### src/rtl/cascade_engine.sv
// Successor cascade detector: keeps an aged anomaly history and matches each new event against a
// programmable precursor->trigger table plus a distinct-code rule. A match drives a held alert and a circuit-breaker load.
module cascade_engine #(
    parameter int HIST_DEPTH = 4,
    parameter int CODE_W     = 3,
    parameter int NUM_PAT    = 4,
    parameter int WINDOW     = 64,
    parameter int HOLD       = 32,
    parameter int DISTINCT_N = 3,
    parameter int FLASH_CODE = 3,
    parameter int CONF_SHIFT = 1
) (
    input  logic                         clk,
    input  logic                         rst,
    input  logic                         flush,
    input  logic                         rule_valid,
    input  logic [CODE_W-1:0]            rule_code,
    input  logic                         ml_valid,
    input  logic [CODE_W-1:0]            ml_code,
    input  logic [7:0]                   ml_conf,
    input  logic                         cfg_we,
    input  logic [$clog2(NUM_PAT)-1:0]   cfg_idx,
    input  logic                         cfg_en,
    input  logic [CODE_W-1:0]            cfg_pre,
    input  logic [CODE_W-1:0]            cfg_trig,
    output logic                         cascade_alert,
    output logic [$clog2(NUM_PAT+1)-1:0] cascade_type,
    output logic                         cb_load,
    output logic [7:0]                   cb_param,
    output logic [15:0]                  cascade_count
);

    localparam int IDX_W  = $clog2(NUM_PAT);
    localparam int TYPE_W = $clog2(NUM_PAT + 1);
    localparam int AGE_W  = $clog2(WINDOW + 1);
    localparam int HOLD_W = $clog2(HOLD + 1);
    localparam int NCODES = 1 << CODE_W;
    localparam int CNT_W  = CODE_W + 1;

    logic              pat_en_q   [NUM_PAT];
    logic              pat_en_d   [NUM_PAT];
    logic [CODE_W-1:0] pat_pre_q  [NUM_PAT];
    logic [CODE_W-1:0] pat_pre_d  [NUM_PAT];
    logic [CODE_W-1:0] pat_trig_q [NUM_PAT];
    logic [CODE_W-1:0] pat_trig_d [NUM_PAT];

    logic [CODE_W-1:0] hist_code_q  [HIST_DEPTH];
    logic [CODE_W-1:0] hist_code_d  [HIST_DEPTH];
    logic [AGE_W-1:0]  hist_age_q   [HIST_DEPTH];
    logic [AGE_W-1:0]  hist_age_d   [HIST_DEPTH];
    logic              hist_valid_q [HIST_DEPTH];
    logic              hist_valid_d [HIST_DEPTH];

    logic [CODE_W-1:0] sh_code  [HIST_DEPTH];
    logic [AGE_W-1:0]  sh_age   [HIST_DEPTH];
    logic              sh_valid [HIST_DEPTH];

    logic              alert_q, alert_d;
    logic [TYPE_W-1:0] type_q, type_d;
    logic              load_q, load_d;
    logic [7:0]        param_q, param_d;
    logic [15:0]       count_q, count_d;
    logic [HOLD_W-1:0] hold_q, hold_d;

    logic              rule_evt, ml_evt, dual_evt, any_evt;
    logic [CODE_W-1:0] trigger;
    logic [NCODES-1:0] pre_seen;
    logic [NCODES-1:0] code_seen;
    logic [CNT_W-1:0]  distinct_cnt;
    logic              dist_hit, pat_hit, fire;
    logic [TYPE_W-1:0] pat_idx, fire_type;
    logic [15:0]       conf_wide;
    logic [7:0]        conf_sat;

    always_comb begin
        rule_evt = rule_valid && (rule_code != '0);
        ml_evt   = ml_valid && (ml_code != '0);
        dual_evt = rule_evt && ml_evt;
        any_evt  = rule_evt || ml_evt;
        trigger  = ml_evt ? ml_code : rule_code;

        // On a dual push the rule event counts as a precursor of the ML trigger
        pre_seen = '0;
        for (int i = 0; i < HIST_DEPTH; i++) begin
            if (hist_valid_q[i]) pre_seen[hist_code_q[i]] = 1'b1;
        end
        if (dual_evt) pre_seen[rule_code] = 1'b1;

        pat_hit = 1'b0;
        pat_idx = '0;
        for (int k = NUM_PAT - 1; k >= 0; k--) begin
            if (pat_en_q[k] && (pat_trig_q[k] == trigger) && pre_seen[pat_pre_q[k]]) begin
                pat_hit = 1'b1;
                pat_idx = TYPE_W'(k);
            end
        end

        code_seen          = pre_seen;
        code_seen[trigger] = 1'b1;
        distinct_cnt       = '0;
        for (int c = 1; c < NCODES; c++) begin
            if (code_seen[c]) distinct_cnt = distinct_cnt + 1'b1;
        end
        dist_hit = (trigger == CODE_W'(FLASH_CODE)) && (distinct_cnt >= CNT_W'(DISTINCT_N));

        fire      = any_evt && !flush && (dist_hit || pat_hit);
        fire_type = dist_hit ? TYPE_W'(NUM_PAT) : pat_idx;

        conf_wide = 16'(ml_conf) << CONF_SHIFT;
        conf_sat  = (conf_wide[15:8] != 8'd0) ? 8'hFF : conf_wide[7:0];
    end

    always_comb begin
        pat_en_d   = pat_en_q;
        pat_pre_d  = pat_pre_q;
        pat_trig_d = pat_trig_q;
        for (int k = 0; k < NUM_PAT; k++) begin
            if (cfg_we && (cfg_idx == IDX_W'(k))) begin
                pat_en_d[k]   = cfg_en;
                pat_pre_d[k]  = cfg_pre;
                pat_trig_d[k] = cfg_trig;
            end
        end
    end

    always_comb begin
        sh_code  = hist_code_q;
        sh_age   = hist_age_q;
        sh_valid = hist_valid_q;
        if (dual_evt) begin
            for (int i = HIST_DEPTH - 1; i >= 2; i--) begin
                sh_code[i]  = hist_code_q[i-2];
                sh_age[i]   = hist_age_q[i-2];
                sh_valid[i] = hist_valid_q[i-2];
            end
            sh_code[1]  = rule_code;
            sh_age[1]   = '0;
            sh_valid[1] = 1'b1;
            sh_code[0]  = ml_code;
            sh_age[0]   = '0;
            sh_valid[0] = 1'b1;
        end else if (any_evt) begin
            for (int i = HIST_DEPTH - 1; i >= 1; i--) begin
                sh_code[i]  = hist_code_q[i-1];
                sh_age[i]   = hist_age_q[i-1];
                sh_valid[i] = hist_valid_q[i-1];
            end
            sh_code[0]  = trigger;
            sh_age[0]   = '0;
            sh_valid[0] = 1'b1;
        end

        // The push cycle itself is age 0, so the aging step applies to fresh entries too
        for (int i = 0; i < HIST_DEPTH; i++) begin
            hist_code_d[i]  = sh_code[i];
            hist_age_d[i]   = '0;
            hist_valid_d[i] = 1'b0;
            if (sh_valid[i] && ((sh_age[i] + 1'b1) != AGE_W'(WINDOW))) begin
                hist_age_d[i]   = sh_age[i] + 1'b1;
                hist_valid_d[i] = 1'b1;
            end
            if (flush) begin
                hist_code_d[i]  = '0;
                hist_age_d[i]   = '0;
                hist_valid_d[i] = 1'b0;
            end
        end
    end

    always_comb begin
        load_d  = fire;
        type_d  = fire ? fire_type : type_q;
        param_d = fire ? conf_sat : param_q;
        count_d = (fire && (count_q != 16'hFFFF)) ? count_q + 16'd1 : count_q;
        if (fire) begin
            hold_d  = HOLD_W'(HOLD - 1);
            alert_d = 1'b1;
        end else if (hold_q != '0) begin
            hold_d  = hold_q - 1'b1;
            alert_d = alert_q;
        end else begin
            hold_d  = '0;
            alert_d = 1'b0;
        end
    end

    always_ff @(posedge clk or posedge rst) begin
        if (rst) begin
            for (int k = 0; k < NUM_PAT; k++) begin
                pat_en_q[k]   <= 1'b0;
                pat_pre_q[k]  <= '0;
                pat_trig_q[k] <= '0;
            end
            pat_en_q[0]   <= 1'b1;
            pat_pre_q[0]  <= CODE_W'(2);
            pat_trig_q[0] <= CODE_W'(3);
            pat_en_q[1]   <= 1'b1;
            pat_pre_q[1]  <= CODE_W'(1);
            pat_trig_q[1] <= CODE_W'(3);
            pat_en_q[2]   <= 1'b1;
            pat_pre_q[2]  <= CODE_W'(5);
            pat_trig_q[2] <= CODE_W'(3);
            for (int i = 0; i < HIST_DEPTH; i++) begin
                hist_code_q[i]  <= '0;
                hist_age_q[i]   <= '0;
                hist_valid_q[i] <= 1'b0;
            end
            alert_q <= 1'b0;
            type_q  <= '0;
            load_q  <= 1'b0;
            param_q <= '0;
            count_q <= '0;
            hold_q  <= '0;
        end else begin
            pat_en_q     <= pat_en_d;
            pat_pre_q    <= pat_pre_d;
            pat_trig_q   <= pat_trig_d;
            hist_code_q  <= hist_code_d;
            hist_age_q   <= hist_age_d;
            hist_valid_q <= hist_valid_d;
            alert_q      <= alert_d;
            type_q       <= type_d;
            load_q       <= load_d;
            param_q      <= param_d;
            count_q      <= count_d;
            hold_q       <= hold_d;
        end
    end

    assign cascade_alert = alert_q;
    assign cascade_type  = type_q;
    assign cb_load       = load_q;
    assign cb_param      = param_q;
    assign cascade_count = count_q;

endmodule
### config.mk
export PLATFORM = sky130hd
export DESIGN_NAME = cascade_engine
export DESIGN_NICKNAME = d
export VERILOG_FILES = /design/src/rtl/cascade_engine.sv
export SDC_FILE = /design/constraint.sdc
export NUM_CORES = 1
export LEC_CHECK = 0
export ABC_AREA = 1
export CAP_MARGIN = 20
export CORE_ASPECT_RATIO = 1.25
export CORE_MARGIN = 5
export CORE_UTILIZATION = 53
export DETAILED_ROUTE_END_ITERATION = 12
export GPL_TIMING_DRIVEN = 0
export MAX_ROUTING_LAYER = met4
export PLACE_DENSITY = 0.76
export SYNTH_ARGS = -nofsm -noshare
export SYNTH_HDL_FRONTEND = slang
export SYNTH_SLANG_ARGS = --single-unit
### constraint.sdc
create_clock -name clk -period 4.32 [get_ports clk]
set_input_delay 0.864 -clock clk [delete_from_list [all_inputs] [get_ports clk]]
set_output_delay 0.864 -clock clk [all_outputs]
set_load 0.005 [all_outputs]
run_1/final_clocks.png
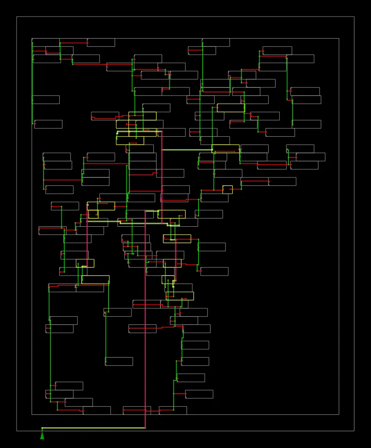
registers: 107
Sink Count: 107
Clock Skews: 16.2 ps

run_1/registers.png
Bar = 20 um.
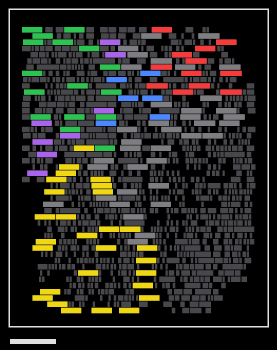
hold_q -> blue  # flops 6, where top middle
cascade_count -> green  # flops 16, where top left
hist_age_q -> yellow  # flops 28
cb_param -> purple  # flops 8
pat_trig_q -> red  # flops 12
not coloured = 37

run_1/drive_strength.png
Bar = 20 um.
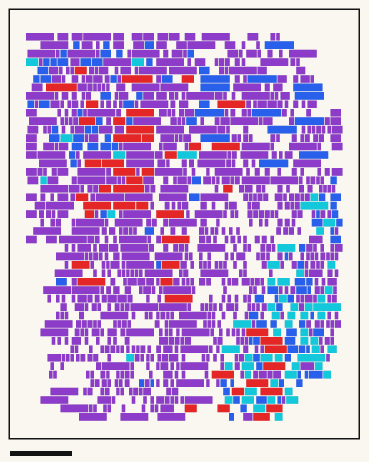
drive 3 to 4 -> cyan  # cells 58, share 5.3%
drive 1 or less -> purple  # cells 872, share 80%
drive 2 -> blue  # cells 113, share 10%
drive 6 and up -> red  # cells 47, share 4.3%

==> changes_impl.md, run 1 <==
### Changed

* Status: finished with violations
* Failing checks: setup timing
* Clock Power at 0.860 mW
* Initial drt markers at 424
* Vias/cell at 5.37
* Final Hold Fails at 0
* Sw Pwr at 1.09 mW
* Critical path endpoint: cascade_count[3]
* Post-Syn Nets at 1014
* Crit-path slowest cell: ha_1
* TritonCTS clock tree: done
* GRT Total Usage at 24.6%
* Post-synth EDFFs at 0
* HP Start: hold_q[0]
* Total negative slack at -11400 ps
* Final Net Count at 1127
* P_int at 2.12 mW
* Area Overhead vs Synth at 29.4%
* Highest Signal Layer: met4
* Comb/total area at 45.0%
* Critical path type: in2reg
* Worst-path clk slew at 80 ps
* RSZ-0062 raised after global routing: true
* Clock Path Buffers at 2
* Flop+latch power at 1.29 mW
* CTS Buf Count at 9
* Inst Count DP at 1196
* Avg Inst Size Synth at 7.12 sq um
* Combinational logic power at 1.06 mW
* Max Fclk at 212 MHz
* Post-Route M1 WL at 7.49 mm
* Clk_lat worst skew at 350 ps
* Ys cells at 972
* PortBufs at 55
* Hold buffers post-CTS at 0
* Largest register FFs at 28
* Synth Area in Simple Gates at 32.1%
* Crit-path max FO at 7
* Layout Cell Area excl Fill at 8960 sq um
* Fin worst setup slack at -397 ps
* Init Core Util at 54.2%
* Ys async rst share at 100%
* Placement Setup Slack at -1590 ps
* Combinational share of power at 33.0%
* Clock network area share at 3.60%
* Complex Gates by Area at 13.0%
* Worst hold path class: reg2reg
* Hold slack at 497 ps
* Max-slew violation count at 0
* Largest net degree at the start of global routing at 62
* Pleak at 4.27 nW
* DRC at 0
* Share of layout cells above drive strength 1 at 20.0%
* Die X at 112 um
* Antenna cells at 0
* Tcrit/Tclk final at 109%
* Reg2reg path depth at 31
* Logic area at 4040 sq um
* Worst R2R Setup Slack at -260 ps
* Crit path launch type: input port
* Most numerous logic cells after layout: nand2_1, inv_1, nor2_1
* Drt pass-1 iters at 7
* First-pass GRT wire length at 30.2 mm
* Post-synthesis cell area at 6930 sq um
* Final HPWL DP at 13.0 mm
* GP Congestion at 0.893
* WL met3 at 762 um
* Final setup viols at 35
* Met3 Use GR at 2.99%
* CORE AREA at 12800 sq um
* Pwr dens at 358 nW/um^2
* Crit path largest cell delay at 260 ps
==> run 2, diff against run 1 <==
- CAP_MARGIN: 20 -> default
run_2/drive_strength.png
Bar = 20 um.
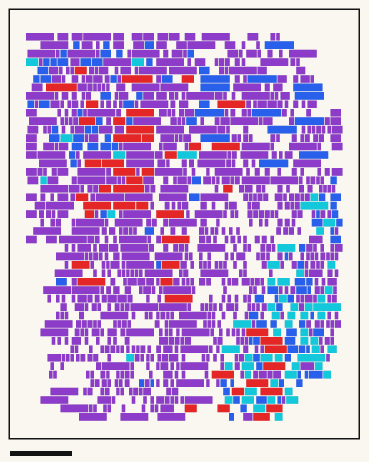
drive 2 -> blue  # cells 113, share 10%
drive 3 to 4 -> cyan  # cells 58, share 5.3%
drive 1 or less -> purple  # cells 872, share 80%
drive 6 and up -> red  # cells 47, share 4.3%

==> run 2 against run 1 <==
  * The flow still finishes with violations (setup timing)
  * Clock-buffer cell count unchanged
  * Clock skew unchanged
  * Final cell count is the same
  * Maximum frequency is the same
  * First-iteration DRC count is the same
  * Setup slack stayed put
  * Largest power group unchanged
  * Highest routed layer unchanged
==> changes_impl.md, run 2 <==
### Changed

* Registers at 107 (unchanged)
* Ys cells at 972 (unchanged)
* Clk_lat worst skew at 350 ps (about the same)
* RSZ-0062 raised after global routing: true (unchanged)
* Post-synthesis cell area at 6930 sq um (unchanged)
* Post-synth EDFFs at 0 (unchanged)
* TritonCTS clock tree: done (unchanged)
* Sw Pwr at 1.09 mW (unchanged)
* Slew headroom at 47.6% (unchanged)
* Area Overhead vs Synth at 29.4% (unchanged)
* Top pwr grp: sequential cells (unchanged)
* Inst Count DP at 1196 (unchanged)
* Critical path type: in2reg (unchanged)
* Avg Inst Size Synth at 7.12 sq um (unchanged)
* GP Congestion at 0.893 (unchanged)
* Die X at 112 um (unchanged)
* Clock Path Buffers at 2 (unchanged)
* Antenna cells at 0 (unchanged)
* Critical path endpoint: cascade_count[3] (unchanged)
* P_int at 2.12 mW (unchanged)
* Failing checks: setup timing (unchanged)
* Complex Gates by Area at 13.0% (unchanged)
* Worst hold path class: reg2reg (unchanged)
* Met1 usage at 28.6% (unchanged)
* Initial antenna violation count at 0 (unchanged)
* Clock network area share at 3.60% (unchanged)
* Largest register FFs at 28 (unchanged)
* Max Fclk at 212 MHz (unchanged)
* Clock Skews at 16.2 ps (unchanged)
* Post-Syn Instances at 972 (unchanged)
* Placement Setup Slack at -1590 ps (unchanged)
* Synth Area in Simple Gates at 32.1% (unchanged)
* Post-Syn Nets at 1014 (unchanged)
* Init Core Util at 54.2% (unchanged)
* Post-Route M1 WL at 7.49 mm (unchanged)
* Pwr dens at 358 nW/um^2 (unchanged)
* Crit path launch type: input port (unchanged)
* Non-clock buffering overhead at 13.3% (unchanged)
* Crit path largest cell delay at 260 ps (about the same)
* Final core utilization at 70.1% (unchanged)
* Drt pass-1 iters at 7 (unchanged)
* Comb/total area at 45.0% (unchanged)
* Reg2reg path depth at 31 (unchanged)
* Hold buffers post-CTS at 0 (unchanged)
* HP Start: hold_q[0] (unchanged)
* Vias/cell at 5.37 (unchanged)
* Clock Power at 0.860 mW (about the same)
* Final HPWL DP at 13.0 mm (unchanged)
* Most numerous logic cells after layout: nand2_1, inv_1, nor2_1 (unchanged)
* Combinational logic power at 1.06 mW (about the same)
* Final Net Count at 1127 (unchanged)
* Crit-path slowest cell: ha_1 (unchanged)
* Final Hold Fails at 0 (unchanged)
* Share of layout cells above drive strength 1 at 20.0% (unchanged)
* Met3 Use GR at 2.99% (unchanged)
* GRT Total Usage at 24.6% (unchanged)
* CP bufs+invs at 8 (unchanged)
* Layout Cell Area excl Fill at 8960 sq um (unchanged)
* Hold slack at 497 ps (unchanged)
* Synth Seq Share at 38.9% (unchanged)
* Fin worst setup slack at -397 ps (unchanged)
* CP Capture Type: flop (unchanged)
* Mux area share at 0% (unchanged)
* First-pass GRT wire length at 30.2 mm (unchanged)
* Flop+latch power at 1.29 mW (about the same)
* Status: finished with violations (unchanged)
* Max-slew violation count at 0 (unchanged)
* Top-count cell post-synth: nand2_1 (unchanged)
* PortBufs at 55 (unchanged)
* Logic area at 4040 sq um (unchanged)
* Sink Count at 107 (unchanged)
* Pleak at 4.27 nW (unchanged)
* Final setup viols at 35 (unchanged)
* Highest Signal Layer: met4 (unchanged)
* Worst R2R Setup Slack at -260 ps (about the same)
* Largest net degree at the start of global routing at 62 (unchanged)
* Total negative slack at -11400 ps (unchanged)
* Ys async rst share at 100% (unchanged)
* WL met3 at 762 um (unchanged)
No activity file was given, so power comes from the tool's default toggle rates.
